File: src/rtl/iob_plic_pkg.sv
// Shared definitions for the PLIC interrupt gateways: per-source FSM encoding
// and the width of the queued-edge counter.
package iob_plic_pkg;

    typedef enum logic [1:0] {
        StIdle    = 2'd0,
        StPending = 2'd1,
        StClaimed = 2'd2
    } gw_state_e;

    // The counter must be able to hold 0..max_count inclusive.
    function automatic int unsigned cnt_width(input int unsigned max_count);
        if (max_count < 1) begin
            return 1;
        end
        return $clog2(max_count + 1);
    endfunction

endpackage

File: src/rtl/iob_plic_gateway_cell.sv
// Single-source interrupt gateway: IDLE/PENDING/CLAIMED FSM, rising-edge detector
// and a saturating count of edges not yet claimed.
module iob_plic_gateway_cell
    import iob_plic_pkg::*;
#(
    parameter int unsigned MAX_PENDING_COUNT = 8
) (
    input  logic clk,
    input  logic rst,
    input  logic src,
    input  logic el,
    input  logic claim,
    input  logic complete,
    output logic ip
);

    localparam int unsigned CW = cnt_width(MAX_PENDING_COUNT);
    localparam logic [CW-1:0] CntMax = CW'(MAX_PENDING_COUNT);

    gw_state_e       state_q, state_d;
    logic [CW-1:0]   cnt_q, cnt_d;
    logic            src_prev_q;
    logic            rise;
    logic            claim_acc;

    // src_prev_q tracks src in both modes so a switch to edge mode never sees a
    // stale low and fakes a rise.
    assign rise      = el & src & ~src_prev_q;
    assign claim_acc = (state_q == StPending) & claim;

    always_comb begin
        cnt_d = cnt_q;
        if (!el) begin
            cnt_d = '0;
        end else if (rise && !claim_acc) begin
            if (cnt_q != CntMax) begin
                cnt_d = cnt_q + 1'b1;
            end
        end else if (claim_acc && !rise) begin
            // Guard against PENDING entered in level mode, where nothing was counted.
            if (cnt_q != '0) begin
                cnt_d = cnt_q - 1'b1;
            end
        end
    end

    always_comb begin
        state_d = state_q;
        unique case (state_q)
            StIdle: begin
                if (el ? ((cnt_q != '0) || rise) : src) begin
                    state_d = StPending;
                end
            end
            StPending: begin
                if (claim) begin
                    state_d = StClaimed;
                end
            end
            StClaimed: begin
                if (complete) begin
                    state_d = StIdle;
                end
            end
            default: state_d = StIdle;
        endcase
    end

    always_ff @(posedge clk) begin
        if (rst) begin
            state_q    <= StIdle;
            cnt_q      <= '0;
            src_prev_q <= 1'b0;
        end else begin
            state_q    <= state_d;
            cnt_q      <= cnt_d;
            src_prev_q <= src;
        end
    end

    assign ip = (state_q == StPending);

endmodule

File: src/rtl/iob_plic_gateway.sv
// PLIC gateway array: one independent gateway cell per interrupt source, with ip
// driven straight from each cell's registered state.
module iob_plic_gateway
    import iob_plic_pkg::*;
#(
    parameter int unsigned SOURCES           = 8,
    parameter int unsigned MAX_PENDING_COUNT = 8
) (
    input  logic               clk,
    input  logic               rst,
    input  logic [SOURCES-1:0] src,
    input  logic [SOURCES-1:0] el,
    input  logic [SOURCES-1:0] claim,
    input  logic [SOURCES-1:0] complete,
    output logic [SOURCES-1:0] ip
);

    for (genvar g = 0; g < SOURCES; g++) begin : g_cell
        iob_plic_gateway_cell #(
            .MAX_PENDING_COUNT(MAX_PENDING_COUNT)
        ) u_cell (
            .clk      (clk),
            .rst      (rst),
            .src      (src[g]),
            .el       (el[g]),
            .claim    (claim[g]),
            .complete (complete[g]),
            .ip       (ip[g])
        );
    end

endmodule

File: config.mk
export PLATFORM = sky130hd
export DESIGN_NAME = iob_plic_gateway
export DESIGN_NICKNAME = d
export VERILOG_FILES = /design/src/rtl/iob_plic_pkg.sv /design/src/rtl/iob_plic_gateway_cell.sv /design/src/rtl/iob_plic_gateway.sv
export SDC_FILE = /design/constraint.sdc
export NUM_CORES = 1
export LEC_CHECK = 0
export CAP_MARGIN = 15
export CORE_ASPECT_RATIO = 0.75
export CORE_MARGIN = 5
export CORE_UTILIZATION = 30
export DETAILED_ROUTE_END_ITERATION = 10
export GPL_TIMING_DRIVEN = 1
export SYNTH_ARGS = -nofsm -noshare
export SYNTH_HDL_FRONTEND = slang
export SYNTH_SLANG_ARGS = --single-unit
File: constraint.sdc
create_clock -name clk -period 2.51 [get_ports clk]
set_input_delay 0.6275 -clock clk [delete_from_list [all_inputs] [get_ports clk]]
set_output_delay 0.6275 -clock clk [all_outputs]
set_load 0.01 [all_outputs]
logic_types.png
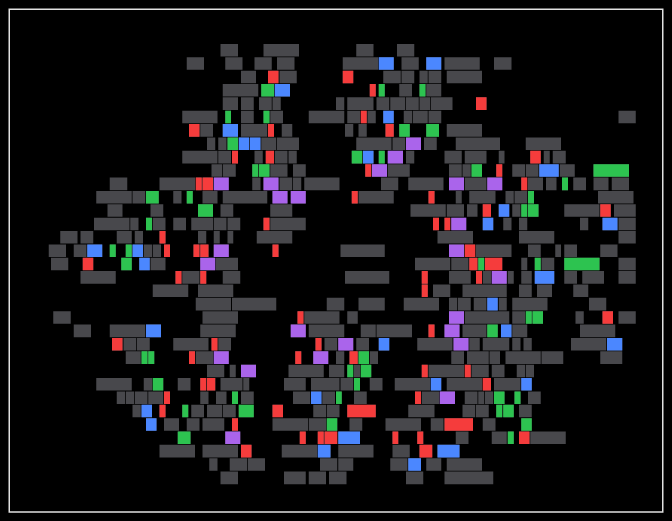
| colour | family | cells | most used |
|---|---|---|---|
| purple | XOR/XNOR gates | 24 | xor2_1 |
| green | NAND gates | 50 | nand2_1 |
| blue | AND and OR gates | 30 | or3_1 |
| red | NOR gates | 66 | nor2_1 |

flops_by_reg.png
Scale bar: 50 um.
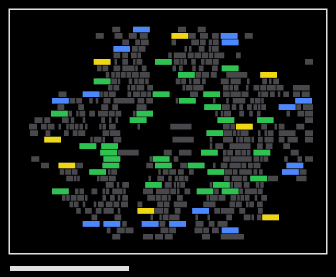
| colour | signal | sequential cells |
|---|---|---|
| blue | g_cell.u_cell.state_q | 16 |
| green | g_cell.u_cell.cnt_q | 32 |
| yellow | g_cell.u_cell.src_prev_q | 8 |

clk_routes.png
Scale bar: 50 um.
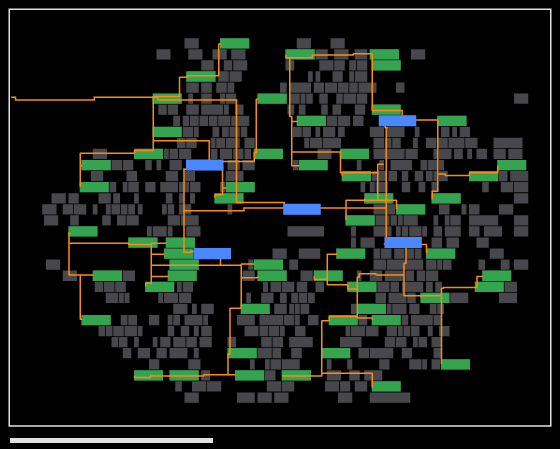
[green] flip-flops | count: 56
[blue] clock drivers | count: 5
[orange] clock wires | length: 828 um
routed clock nets: 6

[kinds of logic after synthesis]
| logic type | count (synthesis) | synth area share |
|---|---|---|
| and+or+nand+nor | 146 | 0.249 |
| AOI/OAI and AO/OA | 100 | 0.198 |
| DFF | 56 | 0.331 |
| buffers and inverters | 25 | 0.0410 |
| xor gates and xnor gates | 24 | 0.0621 |
| muxes | 18 | 0.0591 |
| adders and majority gates | 16 | 0.0591 |
[state kept, by name (all words and copies together), names as in the netlist]
name / cells
g_cell.u_cell.cnt_q: 32
g_cell.u_cell.src_prev_q: 8
g_cell.u_cell.state_q: 16
[stage by stage]
step                 util  worst slack [ns]  TNS, ns  total power (W)  cells
floorplan               -             0.233        0          0.00134    385
global placement    0.387            -0.205    -1.30          0.00155    602
detailed placement  0.387            -0.277    -1.71          0.00157    602
CTS                 0.401            0.0362        0          0.00231    610
global route        0.409           -0.0300  -0.0377          0.00241    611
finish              0.409            0.0989        0          0.00228    611
[power by group]
group / internal [W] / leakage, nW / switching, W
clock: 0.000399 / 0.0701 / 0.000324
combinational: 0.000315 / 1.34 / 0.000249
sequential: 0.000938 / 0.458 / 0.0000591
total: 0.00165 / 1.87 / 0.000632
[cells in the mapped netlist, types with 4 or more instances]
master,instances
dfxtp_1,56
nor2_1,39
a21oi_1,29
nand2_1,28
ha_1,16
o21ai_0,16
xor2_1,16
mux2i_1,14
nor2b_1,14
nand2b_1,12
a31oi_1,10
o21a_1,10
or3_1,10
a2111oi_0,8
a221oi_1,8
buf_4,8
inv_1,8
nor3_1,8
xnor2_1,8
a211o_1,4
a22oi_1,4
and2_1,4
and3b_1,4
clkbuf_1,4
mux2_4,4
nand3b_1,4
or3b_2,4
[layout make-up]
type / count / area, um2
inverter: 11 / 41.3
timing repair buffer: 92 / 806
fill: 1108 / 6500
tap: 140 / 175
clock buffer: 7 / 143
clock inverter: 1 / 7.51
multi-input combinational: 304 / 2190
sequential: 56 / 1120
[worst max-delay path by stage]
| stage | slack, ns | cells past startpoint | endpoint |
|---|---|---|---|
| finish | 0.1 | 10 | g_cell[2].u_cell.cnt_q[2] |
| global route | -0.03 | 10 | g_cell[5].u_cell.cnt_q[2] |
| CTS | 0.04 | 10 | g_cell[2].u_cell.cnt_q[2] |
| detailed placement | -0.28 | 10 | g_cell[2].u_cell.cnt_q[2] |
| global placement | -0.20 | 10 | g_cell[6].u_cell.cnt_q[3] |
| floorplan | 0.23 | 10 | g_cell[6].u_cell.cnt_q[3] |
[layer usage]
layer	global-route usage	share of wire	vias to the layer above	wire length, um
met4	0.0319	0.014	0	116
met1	0.149	0.49	1428	3920
li1	-	-	1566	-
met5	0	0	-	0
met2	0.210	0.46	45	3730
met3	0.0300	0.038	14	305
[timing repair]
| action | 4_1_cts | 5_1_grt |
|---|---|---|
| buffers inserted | 0 | 1 |
| endpoints found under the setup margin | 0 | 6 |
| gates resized | 0 | 16 |
==> impl_metrics.yaml <==
# implementation run metrics
worst_setup_path:
  rr_worst_depth: 9
  cp_cell_sequence: "clkdlybuf4s50_1 > and3b_4 > nor3_4 > xnor2_1 > ha_2 > or2_2 > o32ai_4 > xnor2_1 > mux2i_1 > nor2_1"
  slowest_stage: "clkdlybuf4s50_1"
  cp-end-kind: "flop"
  cp.required_ns: 2.70
  setup.worst_path.start_class: "input port"
  reg2reg_slack_ns: 0.47
  r2r_start: "g_cell[2].u_cell.state_q[1]"
  cp.arrival_ns: 2.60
  timing.rr.end: "g_cell[2].u_cell.cnt_q[2]"
  max_stage_delay_ns: 0.42
  worstPathMaxFanout: 3
  cp.buffers_inverters: 1
  crit_type: "in2reg"
  cp_top_family: "simple AND/OR/NAND/NOR gates"
  crit_start: "claim[2]"
  crit_path_frequent_cell: "xnor2_1"
final_timing:
  final_max_slew_viol_count: 0
  max_freq_mhz: 415
  finalHoldViolCount: 0
  fin_crit_ns: 2.41
  skew_ns: 0.00701
  setup_violations: 0
  period_used_share: 0.961
  worst_pin_slew_ns: 0.453
  whs_ns: 0.453
  slew-limit-headroom: 0.696
outcome:
  status: "finished clean"
drt:
  drt_wl_total_um: 8070
  wl_per_cell_um: 13.2
  post-route-drc-count: 0
  ant_nets: 0
  initialDrtViolationCount: 130
  vias: 3053
  vias_per_cell: 5.00
  drt_pass1_iterations: 4
cells_and_area:
  drive_gt1_frac: 0.189
  antenna_cells: 0
  lay_top_cells: "dfxtp_1, buf_4, nor2_1, clkdlybuf4s50_1, a21oi_1"
  syn_to_final_growth_pct: 32.5
  stdcell_area_um2: 4490
  layout.nets: 520
  mostFrequentLayoutCell: "dfxtp_1"
floorplanning:
  die_h_um: 102
  die-area_um2: 13500
  die_w_um: 133
  ioPinCount: 42
  initCoreUtil: 0.308
  rows: 33
  core_um2: 11000
logic_synthesis:
  ys_ff: 56
  ys.flop_type: "dfxtp_1"
  synth_warnings: 0
  synthCells: 385
  yosys.area.top_type: "dfxtp_1"
  yosys_area_um2: 3390
  syn_avg_cell_area_um2: 8.80
  top_area_frac: 0.331
  yosysSeqAreaShare: 0.331
  netlist_area_um2: 3390
  synthArstFlopShare: 0
  synthTopCellsByArea: "dfxtp_1, ha_1, nor2_1, a21oi_1, mux2i_1"
  fp_nets: 435
  yosysUniqueCellTypes: 46
  edf_count: 0
  ys_cells: 385
placed_design:
  io_buffers: 41
  gp_congestion: 0.785
  dpl.hpwl_um: 6040
  placed_area_um2: 4250
clock_tree:
  cts_hold_buf: 0
  root_buffer: "clkbuf_16"
  cts_tree: "done"
  clkLatencyLatePin_ns: 0.30
  clk_path_buf_depth: 2
  clkSinkCount: 56
  htree_levels: 2
  path_clk_slew_ns: 0.07
  cts_buffers: 5
flow_run:
  log.warning_count: 26
  drv_cap: 0
global_route:
  grt_usage: 0.120
  grt_pass1_wl_um: 13800
  grt_overflow: 0
  antenna_found_initial: 0
  grt_start_max_net_pins: 25
  grt_pass1_vias: 3102
power:
  peakVddDrop_v: 0.000245
  p_leak_nw: 1.87
  p_per_area_nw_per_um2: 509
min_path:
  holdPathStages: 1
  min_delay_worst_endpoint: "g_cell[5].u_cell.state_q[0]"
  hold_start: "g_cell[5].u_cell.state_q[1]"
  hold_path_class: "reg2reg"
No activity file was given, so power comes from the tool's default toggle rates.
